Figure 1. Wiring by layer (run 1).
Scale: 8 px per um.
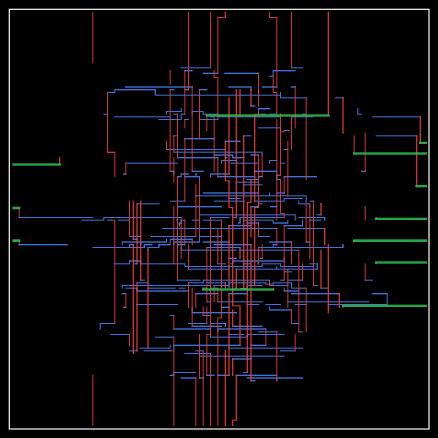
Figure 2. Routing congestion (run 1).
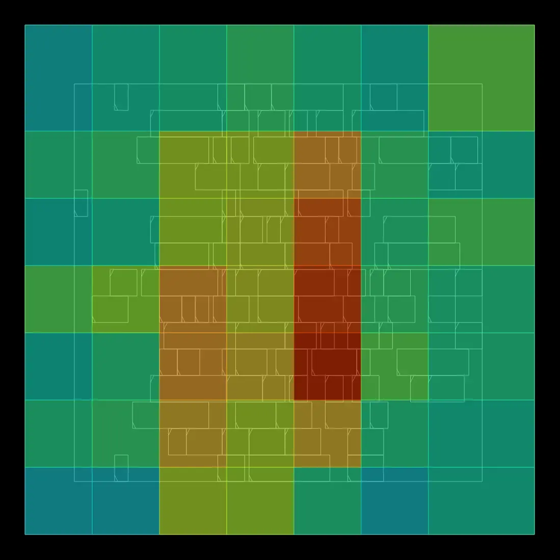
Figure 3. Zoomed window (run 1).
Window x 29 to 49, y 3 to 23 um. Cells in gray, sequential cells in the stronger gray; small squares are vias.
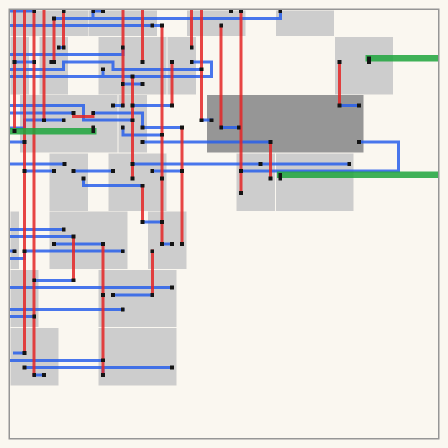
Figure 4. Sequential cells grouped by signal name (run 1).
Scale: 10 px per um. Other sequential cells in the stronger gray, the rest of the logic in the fainter gray.
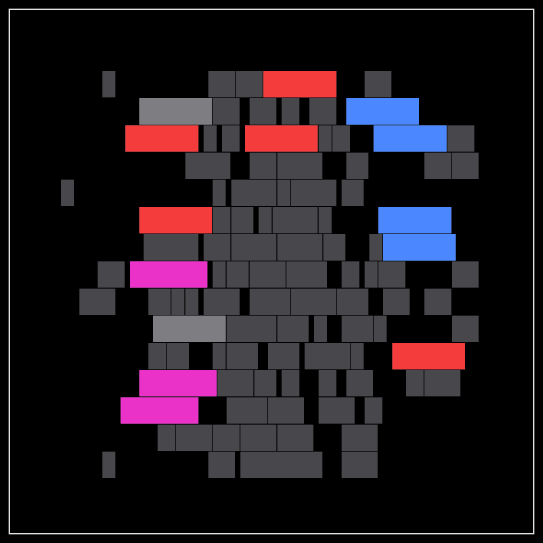
$ cat src/rtl/seq_pkg.sv
// Shared types and constants for the CNN bring-up sequencer.
package seq_pkg;

  typedef enum logic [2:0] {
    StIdle = 3'd0,
    StMem  = 3'd1,
    StPe   = 3'd2,
    StP3   = 3'd3,
    StP2   = 3'd4,
    StDisp = 3'd5,
    StErr  = 3'd6
  } state_e;

  localparam int unsigned STG_MEM    = 0;
  localparam int unsigned STG_PE     = 1;
  localparam int unsigned STG_P3     = 2;
  localparam int unsigned STG_P2     = 3;
  localparam int unsigned STG_DISP   = 4;
  localparam int unsigned NUM_STAGES = 5;

  function automatic logic is_stage(state_e s);
    return (s == StMem) || (s == StPe) || (s == StP3) || (s == StP2);
  endfunction

  // Stage states are laid out contiguously starting at StMem.
  function automatic logic [1:0] stage_idx(state_e s);
    logic [2:0] d;
    d = s - StMem;
    return d[1:0];
  endfunction

endpackage

$ cat src/rtl/stage_sequencer_if.sv
// Run-control / datapath handshake bundle for stage_sequencer.
interface stage_sequencer_if;
  logic       start;
  logic       abort;
  logic [3:0] stage_done;
  logic [4:0] stage_en;
  logic [3:0] stage_start;
  logic       busy;
  logic       run_done;
  logic       err;
  logic [1:0] err_stage;
  logic [2:0] state;

  modport master (
    output start, abort, stage_done,
    input  stage_en, stage_start, busy, run_done, err, err_stage, state
  );

  modport slave (
    input  start, abort, stage_done,
    output stage_en, stage_start, busy, run_done, err, err_stage, state
  );
endinterface

$ cat src/rtl/seq_watchdog.sv
// Per-stage watchdog: saturating cycle counter with clear/enable and a terminal-count pulse.
module seq_watchdog #(
  parameter int unsigned TIMEOUT_W = 32,
  parameter int unsigned TIMEOUT   = 100000
) (
  input  logic clk,
  input  logic rst,
  input  logic clr,
  input  logic en,
  output logic timeout
);

  logic [TIMEOUT_W-1:0] cnt_q, cnt_d;

  always_comb begin
    cnt_d = cnt_q;
    if (clr) begin
      cnt_d = '0;
    end else if (en && (cnt_q != '1)) begin
      cnt_d = cnt_q + 1'b1;
    end
  end

  always_ff @(posedge clk) begin
    if (rst) begin
      cnt_q <= '0;
    end else begin
      cnt_q <= cnt_d;
    end
  end

  assign timeout = en && (cnt_q == TIMEOUT_W'(TIMEOUT - 1));

endmodule

$ cat src/rtl/stage_sequencer.sv
// Handshake bring-up sequencer for the CNN stage chain (mem, pe, pool3, pool2, disp).
// Define SEQ_TIMEOUT_EN to build the per-stage watchdog and the ERR path.
module stage_sequencer
  import seq_pkg::*;
#(
  parameter int unsigned TIMEOUT_W = 32,
  parameter int unsigned TIMEOUT   = 100000
) (
  input logic               clk,
  input logic               rst,
  stage_sequencer_if.slave  bus
);

  state_e                  state_q, state_d;
  logic [NUM_STAGES-1:0]   stage_en_q, stage_en_d;
  logic [3:0]              stage_start_q, stage_start_d;
  logic                    busy_q, busy_d;
  logic                    run_done_q, run_done_d;
  logic                    err_q, err_d;
  logic [1:0]              err_stage_q, err_stage_d;
  logic [1:0]              cur;
  logic                    cur_done;
  logic                    timeout;

  assign cur      = stage_idx(state_q);
  assign cur_done = bus.stage_done[cur];

`ifdef SEQ_TIMEOUT_EN
  seq_watchdog #(
    .TIMEOUT_W (TIMEOUT_W),
    .TIMEOUT   (TIMEOUT)
  ) u_watchdog (
    .clk     (clk),
    .rst     (rst),
    .clr     (state_d != state_q),
    .en      (is_stage(state_q)),
    .timeout (timeout)
  );
`else
  logic unused_cfg;
  assign unused_cfg = ^TIMEOUT_W'(TIMEOUT);
  assign timeout    = 1'b0;
`endif

  always_comb begin
    state_d       = state_q;
    stage_en_d    = stage_en_q;
    stage_start_d = '0;
    run_done_d    = 1'b0;
    err_d         = err_q;
    err_stage_d   = err_stage_q;

    if (bus.abort) begin
      state_d     = StIdle;
      stage_en_d  = '0;
      err_d       = 1'b0;
      err_stage_d = '0;
    end else if (is_stage(state_q)) begin
      // Done beats a same-cycle timeout.
      if (cur_done) begin
        if (cur == 2'(STG_P2)) begin
          state_d              = StDisp;
          stage_en_d[STG_DISP] = 1'b1;
          run_done_d           = 1'b1;
        end else begin
          state_d                            = state_e'(state_q + 3'd1);
          stage_en_d[3'(cur) + 3'd1]         = 1'b1;
          stage_start_d[cur + 2'd1]          = 1'b1;
        end
      end else if (timeout) begin
        state_d     = StErr;
        stage_en_d  = '0;
        err_d       = 1'b1;
        err_stage_d = cur;
      end
    end else if (bus.start) begin
      // Restart clears the downstream enables, flushing the chain.
      state_d                = StMem;
      stage_en_d             = '0;
      stage_en_d[STG_MEM]    = 1'b1;
      stage_start_d[STG_MEM] = 1'b1;
      err_d                  = 1'b0;
      err_stage_d            = '0;
    end

    busy_d = is_stage(state_d);
  end

  always_ff @(posedge clk) begin
    if (rst) begin
      state_q       <= StIdle;
      stage_en_q    <= '0;
      stage_start_q <= '0;
      busy_q        <= 1'b0;
      run_done_q    <= 1'b0;
      err_q         <= 1'b0;
      err_stage_q   <= '0;
    end else begin
      state_q       <= state_d;
      stage_en_q    <= stage_en_d;
      stage_start_q <= stage_start_d;
      busy_q        <= busy_d;
      run_done_q    <= run_done_d;
      err_q         <= err_d;
      err_stage_q   <= err_stage_d;
    end
  end

  assign bus.state       = state_q;
  assign bus.stage_en    = stage_en_q;
  assign bus.stage_start = stage_start_q;
  assign bus.busy        = busy_q;
  assign bus.run_done    = run_done_q;
  assign bus.err         = err_q;
  assign bus.err_stage   = err_stage_q;

endmodule

$ cat src/flat_wrapper.sv
// flat-port wrapper written by rule: the top's interface ports become plain ports
module stage_sequencer_flat import seq_pkg::*;
#(
  parameter int unsigned TIMEOUT_W = 32,
  parameter int unsigned TIMEOUT   = 100000
)
  (clk, rst, bus_start, bus_abort, bus_stage_done, bus_stage_en, bus_stage_start, bus_busy, bus_run_done, bus_err, bus_err_stage, bus_state);
  stage_sequencer_if bus_i ();
  input logic clk;
  input logic rst;
  input wire logic [$bits(bus_i.start)-1:0] bus_start;
  input wire logic [$bits(bus_i.abort)-1:0] bus_abort;
  input wire logic [$bits(bus_i.stage_done)-1:0] bus_stage_done;
  output wire logic [$bits(bus_i.stage_en)-1:0] bus_stage_en;
  output wire logic [$bits(bus_i.stage_start)-1:0] bus_stage_start;
  output wire logic [$bits(bus_i.busy)-1:0] bus_busy;
  output wire logic [$bits(bus_i.run_done)-1:0] bus_run_done;
  output wire logic [$bits(bus_i.err)-1:0] bus_err;
  output wire logic [$bits(bus_i.err_stage)-1:0] bus_err_stage;
  output wire logic [$bits(bus_i.state)-1:0] bus_state;
  assign bus_i.start = bus_start;
  assign bus_i.abort = bus_abort;
  assign bus_i.stage_done = bus_stage_done;
  assign bus_stage_en = bus_i.stage_en;
  assign bus_stage_start = bus_i.stage_start;
  assign bus_busy = bus_i.busy;
  assign bus_run_done = bus_i.run_done;
  assign bus_err = bus_i.err;
  assign bus_err_stage = bus_i.err_stage;
  assign bus_state = bus_i.state;
  stage_sequencer #(.TIMEOUT_W(TIMEOUT_W), .TIMEOUT(TIMEOUT)) u_core (.clk(clk), .rst(rst), .bus(bus_i));
endmodule
$ cat config.mk
export PLATFORM = sky130hd
export DESIGN_NAME = stage_sequencer_flat
export DESIGN_NICKNAME = d
export VERILOG_FILES = /design/src/rtl/seq_pkg.sv /design/src/rtl/stage_sequencer_if.sv /design/src/rtl/seq_watchdog.sv /design/src/rtl/stage_sequencer.sv /design/src/flat_wrapper.sv
export SDC_FILE = /design/constraint.sdc
export NUM_CORES = 1
export LEC_CHECK = 0
export CORE_MARGIN = 5
export CORE_UTILIZATION = 44
export CTS_CLUSTER_SIZE = 28
export DETAILED_ROUTE_END_ITERATION = 7
export GPL_TIMING_DRIVEN = 1
export PLACE_DENSITY = 0.86
export SLEW_MARGIN = 20
export SYNTH_ARGS = -nofsm -noshare
export SYNTH_HDL_FRONTEND = slang
export SYNTH_SLANG_ARGS = --single-unit
$ cat constraint.sdc
create_clock -name clk -period 2.79 [get_ports clk]
set_input_delay 0.558 -clock clk [delete_from_list [all_inputs] [get_ports clk]]
set_output_delay 0.558 -clock clk [all_outputs]
set_load 0.1 [all_outputs]
==> impl_results.html, run 1 <==
<h2>Synthesis and place &amp; route</h2>
<table>
<tr><th>Metric</th><th>Value</th></tr>
<tr><th colspan="2">Floorplan</th></tr>
<tr><td>Chip width</td><td>52.3 um</td></tr>
<tr><td>Full die area</td><td>0.00273 sq mm</td></tr>
<tr><td>Core ar.</td><td>0.00171 sq mm</td></tr>
<tr><th colspan="2">Yosys</th></tr>
<tr><td>Top cell type by instance count after synthesis</td><td>dfxtp_1</td></tr>
<tr><td>Number of instances in the synthesized netlist</td><td>82</td></tr>
<tr><td>Post-Syn Area per Cell</td><td>9.60 sq um</td></tr>
<tr><td>Synth Flop Type</td><td>dfxtp_1</td></tr>
<tr><td>Simple logic cell fraction of the synthesized area</td><td>18.0%</td></tr>
<tr><td>Share of the synthesized area in the top cell type</td><td>35.6%</td></tr>
<tr><th colspan="2">Layout</th></tr>
<tr><td>Storage cell area</td><td>284 sq um</td></tr>
<tr><td>Register fraction of the total cell area</td><td>28.4%</td></tr>
<tr><td>Count of flip-flops and latches</td><td>14</td></tr>
<tr><td>Layout non-clock buf frac</td><td>17.5%</td></tr>
<tr><td>Multi-input logic area</td><td>454 sq um</td></tr>
<tr><td>Fill count</td><td>145</td></tr>
<tr><td>Flip-flop count of the largest register, all copies and words added</td><td>5</td></tr>
<tr><td>Top logic cell by instance count in the layout</td><td>buf_4</td></tr>
<tr><td>Final Instance Count excl. Fillers</td><td>128</td></tr>
<tr><th colspan="2">Setup path</th></tr>
<tr><td>Worst r2r src</td><td>u_core.bus.state[0]</td></tr>
<tr><td>Critical-path top delay cell</td><td>or4_4</td></tr>
<tr><td>Worst flop-to-flop path endpoint</td><td>u_core.bus.busy</td></tr>
<tr><td>Delay-heaviest family, CP</td><td>AND-OR/OR-AND gates</td></tr>
<tr><td>Critical path depth in cells</td><td>7</td></tr>
<tr><td>Most prevalent standard cell on the critical path</td><td>ha_1</td></tr>
<tr><th colspan="2">Routing</th></tr>
<tr><td>Met1 WL</td><td>711 um</td></tr>
<tr><td>Wire length on met2</td><td>772 um</td></tr>
<tr><td>Top Layer Used</td><td>met3</td></tr>
<tr><td>Number of DRC markers after the initial detailed-route iteration</td><td>14</td></tr>
<tr><td>Met3 WL post-DR</td><td>73 um</td></tr>
<tr><th colspan="2">Place</th></tr>
<tr><td>Worst slack after detailed placement</td><td>0.211 ns</td></tr>
<tr><td>Number of buffers added on ports</td><td>21</td></tr>
<tr><th colspan="2">Pwr</th></tr>
<tr><td>Share of power burned in combinational logic</td><td>25.3%</td></tr>
<tr><td>Power group with the highest consumption</td><td>sequential cells</td></tr>
<tr><td>Worst voltage drop across the vdd grid</td><td>0.264 mV</td></tr>
<tr><td>Fraction of power spent switching nets</td><td>31.9%</td></tr>
<tr><th colspan="2">STA</th></tr>
<tr><td>Final setup violation count</td><td>0</td></tr>
<tr><th colspan="2">CTS</th></tr>
<tr><td>CTS hold repair buffers</td><td>0</td></tr>
<tr><th colspan="2">Global routing</th></tr>
<tr><td>Global routing met1 resource utilization</td><td>16.1%</td></tr>
<tr><td>Antenna violations before repair</td><td>0</td></tr>
<tr><th colspan="2">Outcome</th></tr>
<tr><td>Run status</td><td>finished, final reports clean</td></tr>
<tr><th colspan="2">Worst hold path</th></tr>
<tr><td>Worst hold path endpoint</td><td>u_core.bus.stage_en[1]</td></tr>
</table>
Notes on Figure 1 above:
color	layer	wire length
blue	metal 1	712 um
green	metal 3	73.6 um
red	metal 2	772 um

Notes on Figure 2 above:
WL/cell: 12.2 um
share of the core filled with cells in the final layout: 58.5%
global-route met2 utilization: 21.9%

Notes on Figure 3 above:
color	layer
green	metal 3
blue	metal 1
red	metal 2
netlist names of flops here include	u_core.bus.stage_en (1)
sequential cells in the window	1
cells with their middle in the window	15

Notes on Figure 4 above:
color	signal	sequential cells
blue	u_core.bus.stage_start	4
red	u_core.bus.stage_en	5
magenta	u_core.bus.state	3
not colored	2

## Run 2: what changed since run 1
==> constraint.sdc (replaced) <==
create_clock -name clk -period 2.79 [get_ports clk]
set_input_delay 0.558 -clock clk [delete_from_list [all_inputs] [get_ports clk]]
set_output_delay 0.558 -clock clk [all_outputs]
set_load 0.02 [all_outputs]
==> impl_results.html, run 2 <==
<h2>Synthesis and place &amp; route</h2>
<table>
<tr><th>Metric</th><th>Value</th></tr>
<tr><th colspan="2">Setup path</th></tr>
<tr><td>Delay-heaviest family, CP</td><td>AND-OR/OR-AND gates</td></tr>
<tr><td>Startpoint types</td><td>register</td></tr>
<tr><td>Worst flop-to-flop path endpoint</td><td>u_core.bus.busy</td></tr>
<tr><td>Worst r2r src</td><td>u_core.bus.state[0]</td></tr>
<tr><td>Critical-path top delay cell</td><td>or4_4</td></tr>
<tr><td>Critical path depth in cells</td><td>7</td></tr>
<tr><td>Most prevalent standard cell on the critical path</td><td>ha_1</td></tr>
<tr><th colspan="2">Layout</th></tr>
<tr><td>Fill count</td><td>144</td></tr>
<tr><td>Share of the core filled with cells in the final layout</td><td>61.2%</td></tr>
<tr><td>Summed area of non-filler cells in the final layout</td><td>0.00105 sq mm</td></tr>
<tr><td>Count of flip-flops and latches</td><td>14</td></tr>
<tr><td>Flip-flop count of the largest register, all copies and words added</td><td>5</td></tr>
<tr><td>Multi-input logic area</td><td>454 sq um</td></tr>
<tr><td>Final Instance Count excl. Fillers</td><td>130</td></tr>
<tr><td>Register fraction of the total cell area</td><td>26.8%</td></tr>
<tr><td>Layout non-clock buf frac</td><td>21.5%</td></tr>
<tr><td>Storage cell area</td><td>280 sq um</td></tr>
<tr><th colspan="2">Yosys</th></tr>
<tr><td>Leading cell types by count after synthesis</td><td>dfxtp_1, ha_1, a21oi_1, nor2_1</td></tr>
<tr><td>Synth Flop Type</td><td>dfxtp_1</td></tr>
<tr><td>Simple logic cell fraction of the synthesized area</td><td>18.0%</td></tr>
<tr><td>Top cell type by instance count after synthesis</td><td>dfxtp_1</td></tr>
<tr><td>Count of library flops with an enable pin</td><td>0</td></tr>
<tr><td>Number of instances in the synthesized netlist</td><td>82</td></tr>
<tr><td>Share of the synthesized area in the top cell type</td><td>35.6%</td></tr>
<tr><td>Post-Syn Area per Cell</td><td>9.60 sq um</td></tr>
<tr><th colspan="2">Routing</th></tr>
<tr><td>Number of vias per cell after detailed routing</td><td>5.35</td></tr>
<tr><td>Number of DRC markers after the initial detailed-route iteration</td><td>8</td></tr>
<tr><td>Met1 WL</td><td>808 um</td></tr>
<tr><td>Met3 WL post-DR</td><td>74 um</td></tr>
<tr><td>WL/cell</td><td>15.2 um</td></tr>
<tr><td>Wire length on met2</td><td>987 um</td></tr>
<tr><td>Top Layer Used</td><td>met4</td></tr>
<tr><th colspan="2">STA</th></tr>
<tr><td>Max-slew violation count</td><td>0</td></tr>
<tr><td>Clock tree skew after final layout</td><td>0.000616 ns</td></tr>
<tr><td>Setup repair after global routing missed its margin</td><td>false</td></tr>
<tr><td>Final setup margin</td><td>0.276 ns</td></tr>
<tr><td>Final setup violation count</td><td>0</td></tr>
<tr><td>Post-layout min period</td><td>2.51 ns</td></tr>
<tr><th colspan="2">Global routing</th></tr>
<tr><td>Global routing met1 resource utilization</td><td>16.8%</td></tr>
<tr><td>Antenna violations before repair</td><td>0</td></tr>
<tr><td>Global-route met2 utilization</td><td>26.2%</td></tr>
<tr><td>Maximum number of pins on one net before global-route repair</td><td>9</td></tr>
<tr><th colspan="2">Place</th></tr>
<tr><td>DPL Wire Length</td><td>1.49 mm</td></tr>
<tr><td>GP Congestion</td><td>0.794</td></tr>
<tr><td>Post-DP Area</td><td>0.00101 sq mm</td></tr>
<tr><td>Number of buffers added on ports</td><td>21</td></tr>
<tr><td>Worst slack after detailed placement</td><td>0.203 ns</td></tr>
<tr><th colspan="2">Pwr</th></tr>
<tr><td>Share of power burned in combinational logic</td><td>19.0%</td></tr>
<tr><td>Clock network power</td><td>0.155 mW</td></tr>
<tr><td>Power group with the highest consumption</td><td>sequential cells</td></tr>
<tr><td>Worst voltage drop across the vdd grid</td><td>0.254 mV</td></tr>
<tr><td>Fraction of power spent switching nets</td><td>27.6%</td></tr>
<tr><th colspan="2">Floorplan</th></tr>
<tr><td>Chip width</td><td>52.3 um</td></tr>
<tr><td>Core ar.</td><td>0.00171 sq mm</td></tr>
<tr><td>Full die area</td><td>0.00273 sq mm</td></tr>
<tr><th colspan="2">CTS</th></tr>
<tr><td>Root Buffer Master</td><td>clkbuf_4</td></tr>
<tr><td>CTS hold repair buffers</td><td>0</td></tr>
<tr><th colspan="2">Worst hold path</th></tr>
<tr><td>Worst hold path endpoint</td><td>u_core.bus.stage_en[3]</td></tr>
<tr><th colspan="2">Outcome</th></tr>
<tr><td>Run status</td><td>finished, final reports clean</td></tr>
</table>
Figure 5. Wiring by layer (run 2).
Scale: 8 px per um.
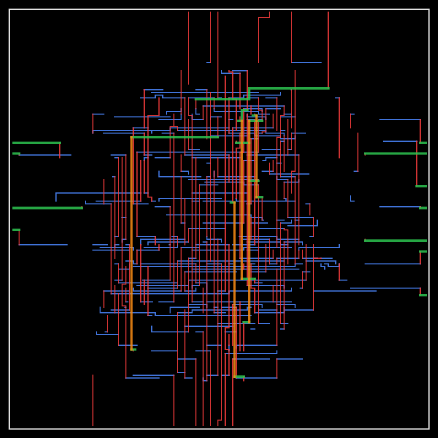
color	layer	wire length
blue	metal 1	809 um
orange	metal 4	103 um
red	metal 2	987 um
green	metal 3	74.9 um

Figure 6. Zoomed window (run 2).
Window x 29 to 49, y 3 to 23 um. Cells in gray, sequential cells in the stronger gray; small squares are vias.
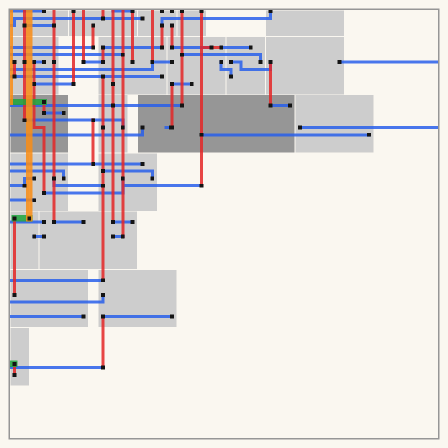
color	layer
green	metal 3
red	metal 2
blue	metal 1
orange	metal 4
cells with their middle in the window	13
sequential cells in the window	1
most frequent	clkdlybuf4s50_1 (4), a21oi_1 (2)
netlist names of flops here include	u_core.bus.stage_en (1)

Power figures rest on the tool's default switching activity, not on a simulated workload.
